**Run 1: signal wires on met1**

Bar = 20 um. Supply wires on this layer in gray.
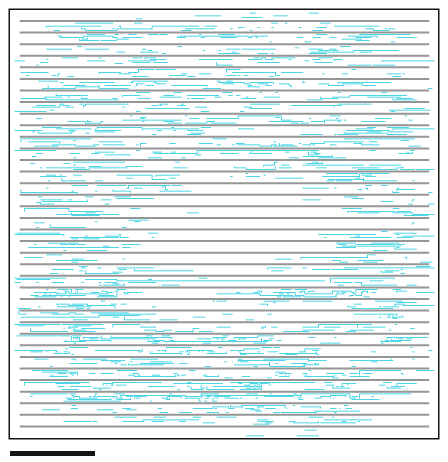
**Run 1: signal wires on met2**

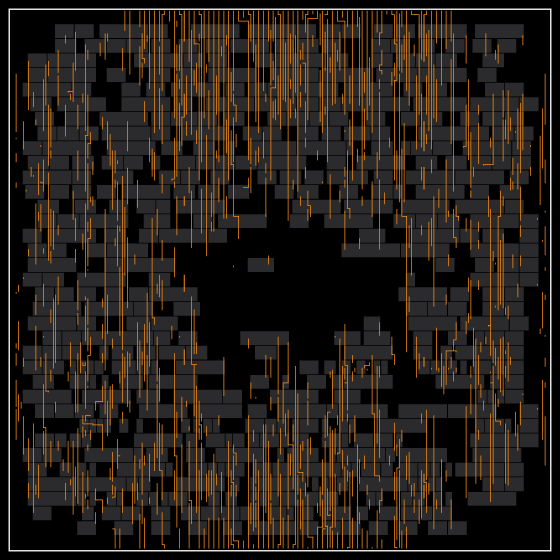
**Run 1: the metal 3 layer**

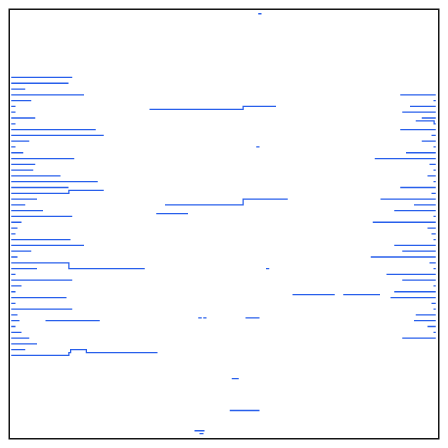
Design apb_master_flat, sky130hd; sources not shown.
==> flow report, run 1 <==
===========================================================================
Top cell type's share of synthesized area                             0.640
Switching part of the total power                                     0.486
Cells after synthesis                                                   294
Compound-cell area share of the yosys netlist                        0.0435
Cell accounting for the most synthesized area                  sky130_fd_sc_hd__dfrtp_1
Relative area of non-clock buffer cells in the final design           0.339
Ys flops                                                                100
CTS root buffer                                                sky130_fd_sc_hd__clkbuf_8
Power in combinational cells                                        4.74 mW
Worst endpoint required time                                        2.60 ns
Final Wtd Congestion                                                  0.816
Final Instance Area                                                6340 um2
CTS Hold Buffers Added                                                    1
Yosys Instances                                                         294
Minimum clock period after layout                                   2.67 ns
Yosys stat area                                                    3910 um2
DRT antenna net count                                                     0
Fraction of final layout cells sized beyond drive strength 1          0.176
Dominant kind of combinational cell                            multiplexers
Total clock sinks                                                       100
DR vias/cell                                                           4.75
Adders+Majority by Area                                              0.0128
Global route hottest layer                                             met2
Power drawn by the sequential cells                                 2.14 mW
Status                                                            completed
Worst Reg2Reg Path Length in Cells                                        6
Part of the Yosys area used for sequential elements                   0.640
Final hold slack                                                   0.286 ns
Max-slew violations                                                       0
Maximum vdd ir drop                                              0.000736 V
Detail Route met2 WL                                                4940 um
Worst setup EP type                                             output port
Peak fanout along the critical path                                       4
Clk pwr                                                            0.820 mW
Leak pwr                                                            2.70 nW
Internal portion of total power                                     3.96 mW
Number of clock-tree buffers in the layout                               12
# resized after CTS                                                       0
Setup repair after global routing missed its margin                      no
===========================================================================
Notes on 'signal wires on met1' above:
main direction: horizontal
share of all routed wire: 40%
longest straight run: 48.8 um
wire length on this layer: 3900 um
total number of vias: 2979
Total Wirelength: 9720 um
fraction of met1 tracks used by global routing: 0.230

Notes on 'signal wires on met2' above:
wire length on this layer: 4940 um
share of all routed wire: 51%
nets with wire on the layer: 558
main direction: vertical
met2 track utilization from global routing: 0.328

Notes on 'the metal 3 layer' above:
share of all routed wire: 7.5%
wire length on this layer: 727 um
nets with wire on the layer: 101
longest straight run: 21.8 um
met3 usage: 0.0707

run 1: per-stage QoR:
step | setup WS, ns | total power, mW | TNS, ns
2_1_floorplan | 1.27 | 5.26 | 0
3_3_place_gp | -2.09 | 6.83 | -208.48
3_5_place_dp | 1.02 | 6.93 | 0
4_1_cts | 0.622 | 7.76 | 0
5_1_grt | 0.556 | 8.07 | 0
6_report | 0.632 | 7.70 | 0
run 1: kinds of logic after synthesis:
kind of cell,Yosys count
DFF,100
and+or+nand+nor,67
AOI/OAI and AO/OA,33
adders and majority gates,4
muxes,68
buffers and inverters,22
run 1: critical path, stage by stage, from the launching register on:
cell and delay (ns):
sky130_fd_sc_hd__dfrtp_1 0.40, sky130_fd_sc_hd__inv_1 0.12, sky130_fd_sc_hd__ha_1 0.25, sky130_fd_sc_hd__clkdlybuf4s50_1 0.84
==> run 1 -> run 2 <==
CORE_UTILIZATION = 36   (was 42)
PLACE_DENSITY = 0.77   (was 0.85)
clock period = 2.4 ns   (was 3.3 ns; I/O delays follow)
**Run 2: signal wires on met1**

Bar = 20 um. Supply wires on this layer in gray.
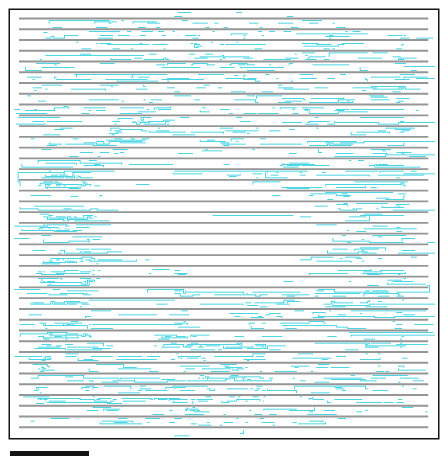
wire length on this layer: 4040 um
longest straight run: 33.6 um
main direction: horizontal
share of all routed wire: 41%
fraction of met1 tracks used by global routing: 0.198
total number of vias: 2988

**Run 2: routed metal per tile**

22 x 22 tiles, from dark blue (low) to red (high), scaled to the fullest tile. Values are wire area over tile area, all layers added.
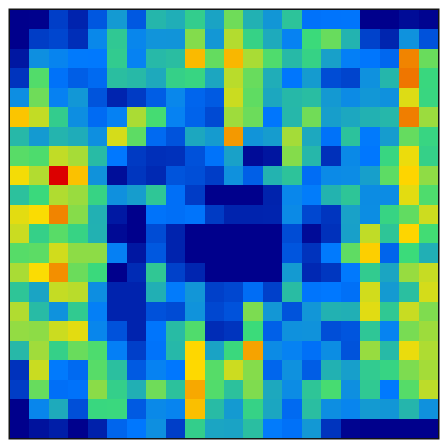
tiles over half the peak: 24%
fullest tile: 0.39
nearly empty tiles: 7.0%
emptiest ninth of the die: center
mean over tiles: 0.14
Tot GR Track Use: 0.163
WL per Instance: 14.9 um

**Run 2: routing congestion map**

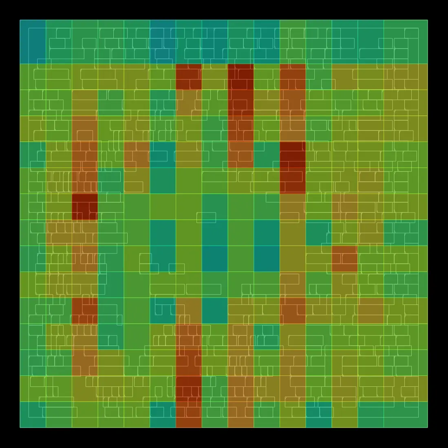
met3 usage: 0.0506
global route hottest layer: met2
post-layout utilization of the core: 0.594

==> run 2 against run 1 <==
Against the previous run: combinational power increased by 36%; critical endpoint is now bus_rsp_valid; highest routed layer unchanged; first-iteration DRC count rose by 48%; total power increased by 36%; flip-flop count unchanged; global-route usage shrank 3.0 points; largest cell class unchanged; critical path depth is 1 lower; wire length grew 0.31%; synthesized area did not move; setup slack got worse by 0.54 ns; utilization shrank 9.9 points; non-clock buffer count is the same.
==> flow report, run 2 <==
===============================================================================
Via count of the first global-routing pass                                 3031
Average size of a mapped cell                                          13.3 um2
Post-synthesis async set-or-reset flop share                               1.00
Slew at the pin closest to its max-slew limit                          0.680 ns
Internal portion of total power                                         5.35 mW
DR DRC count                                                                  0
Pre-CTS WS                                                             0.252 ns
DRT Pass-1 Iters                                                              4
CTS Buffer Depth                                                              2
Slowest cell delay on critical path                                     0.82 ns
Leak pwr                                                                2.70 nW
Max-slew violations                                                           0
# resized after CTS                                                           3
Total Wirelength                                                        9750 um
Clk pwr                                                                 1.06 mW
Power after layout                                                      10.5 mW
Clock tree from TritonCTS                                                   yes
Setup slack of the critical path after layout                         0.0899 ns
Part of the Yosys area used for sequential elements                       0.640
Total global routing overflow                                                 0
Kind of critical path                                                reg -> out
Cell accounting for the most synthesized area                      sky130_fd_sc_hd__dfrtp_1
Buffer-and-inverter tally for the worst setup path                            1
Count of boundary I/O pins                                                  205
Minimum clock period after layout                                       2.31 ns
Worst Reg2Reg Path Length in Cells                                            6
Setup fix buffers added after clock tree synthesis                            0
Worst setup EP type                                                 output port
PortBufs                                                                    204
Maximum vdd ir drop                                                  0.000836 V
Most common cell after layout, fill and taps aside                 sky130_fd_sc_hd__clkdlybuf4s50_1
Total of endpoints with negative setup slack in the final report              0
Compound-cell area share of the yosys netlist                            0.0435
Total clock sinks                                                           100
Adders+Majority by Area                                                  0.0128
Cell depth of the worst setup path                                            2
Share of total power in sequential cells                                  0.282
Yosys Instances                                                             294
Starting DRC count in detailed routing                                       93
CTS Hold Buffers Added                                                        1
Final Instance Area                                                    6350 um2
Achievable clock frequency                                              433 MHz
Clock network fraction of total power                                     0.101
Switching part of the total power                                         0.489
Power in combinational cells                                            6.46 mW
Ordered list of cells on the worst path                            ha_1, clkdlybuf4s50_1
Setup repair after global routing missed its margin                          no
DR vias/cell                                                               4.55
Setup TNS                                                                  0 ns
Status                                                                completed
Yosys stat area                                                        3910 um2
Fraction of standard cell area that is sequential                         0.394
Number of inserted filler cells in the final layout                         874
Standard cell with the maximum stage delay on the critical path    sky130_fd_sc_hd__clkdlybuf4s50_1
Peak fanout along the critical path                                           4
DRT antenna net count                                                         0
CTS root buffer                                                    sky130_fd_sc_hd__clkbuf_8
Ys flops                                                                    100
Flip-flops with a built-in enable                                             0
Clock transition at path regs                                           0.09 ns
Number of clock-tree buffers in the layout                                   11
Dominant cell by count in the synthesized netlist                  sky130_fd_sc_hd__dfrtp_1
Relative area of non-clock buffer cells in the final design               0.338
Power drawn by the sequential cells                                     2.96 mW
Cells after synthesis                                                       294
Floorplan core density                                                    0.366
Fraction of final layout cells sized beyond drive strength 1              0.174
Final Wtd Congestion                                                      0.782
Family with the most delay on the worst path                       buffers and inverters
Xor+xnor area frac                                                            0
Final hold slack                                                       0.284 ns
Reg2Reg Setup Slack                                                     0.41 ns
Worst endpoint required time                                            1.84 ns
Tap cells                                                                   140
Top cell type's share of synthesized area                                 0.640
Dominant kind of combinational cell                                multiplexers
===============================================================================
==> run 2: netlist changes by cell type in the layout (fill, tap and decap cells not counted) <==
cell | previous run | this run
sky130_fd_sc_hd__clkinv_2 | 0 | 1
sky130_fd_sc_hd__inv_6 | 2 | 1
sky130_fd_sc_hd__clkdlybuf4s50_1 | 203 | 200
sky130_fd_sc_hd__clkbuf_8 | 11 | 9
sky130_fd_sc_hd__dlygate4sd2_1 | 0 | 3
sky130_fd_sc_hd__clkinv_4 | 0 | 1
sky130_fd_sc_hd__clkbuf_1 | 10 | 11
==> run 2: per-layer routing <==
metal  wire, um  GRT usage  share of wire  up-vias
li1           -          -              -     1413
met1       4040      0.198           0.41     1433
met2       4740      0.279           0.49      131
met3        836     0.0506          0.086       11
met4        130     0.0513          0.013        0
met5          0          0              0        -
Power is estimated from default activity; no workload was simulated.
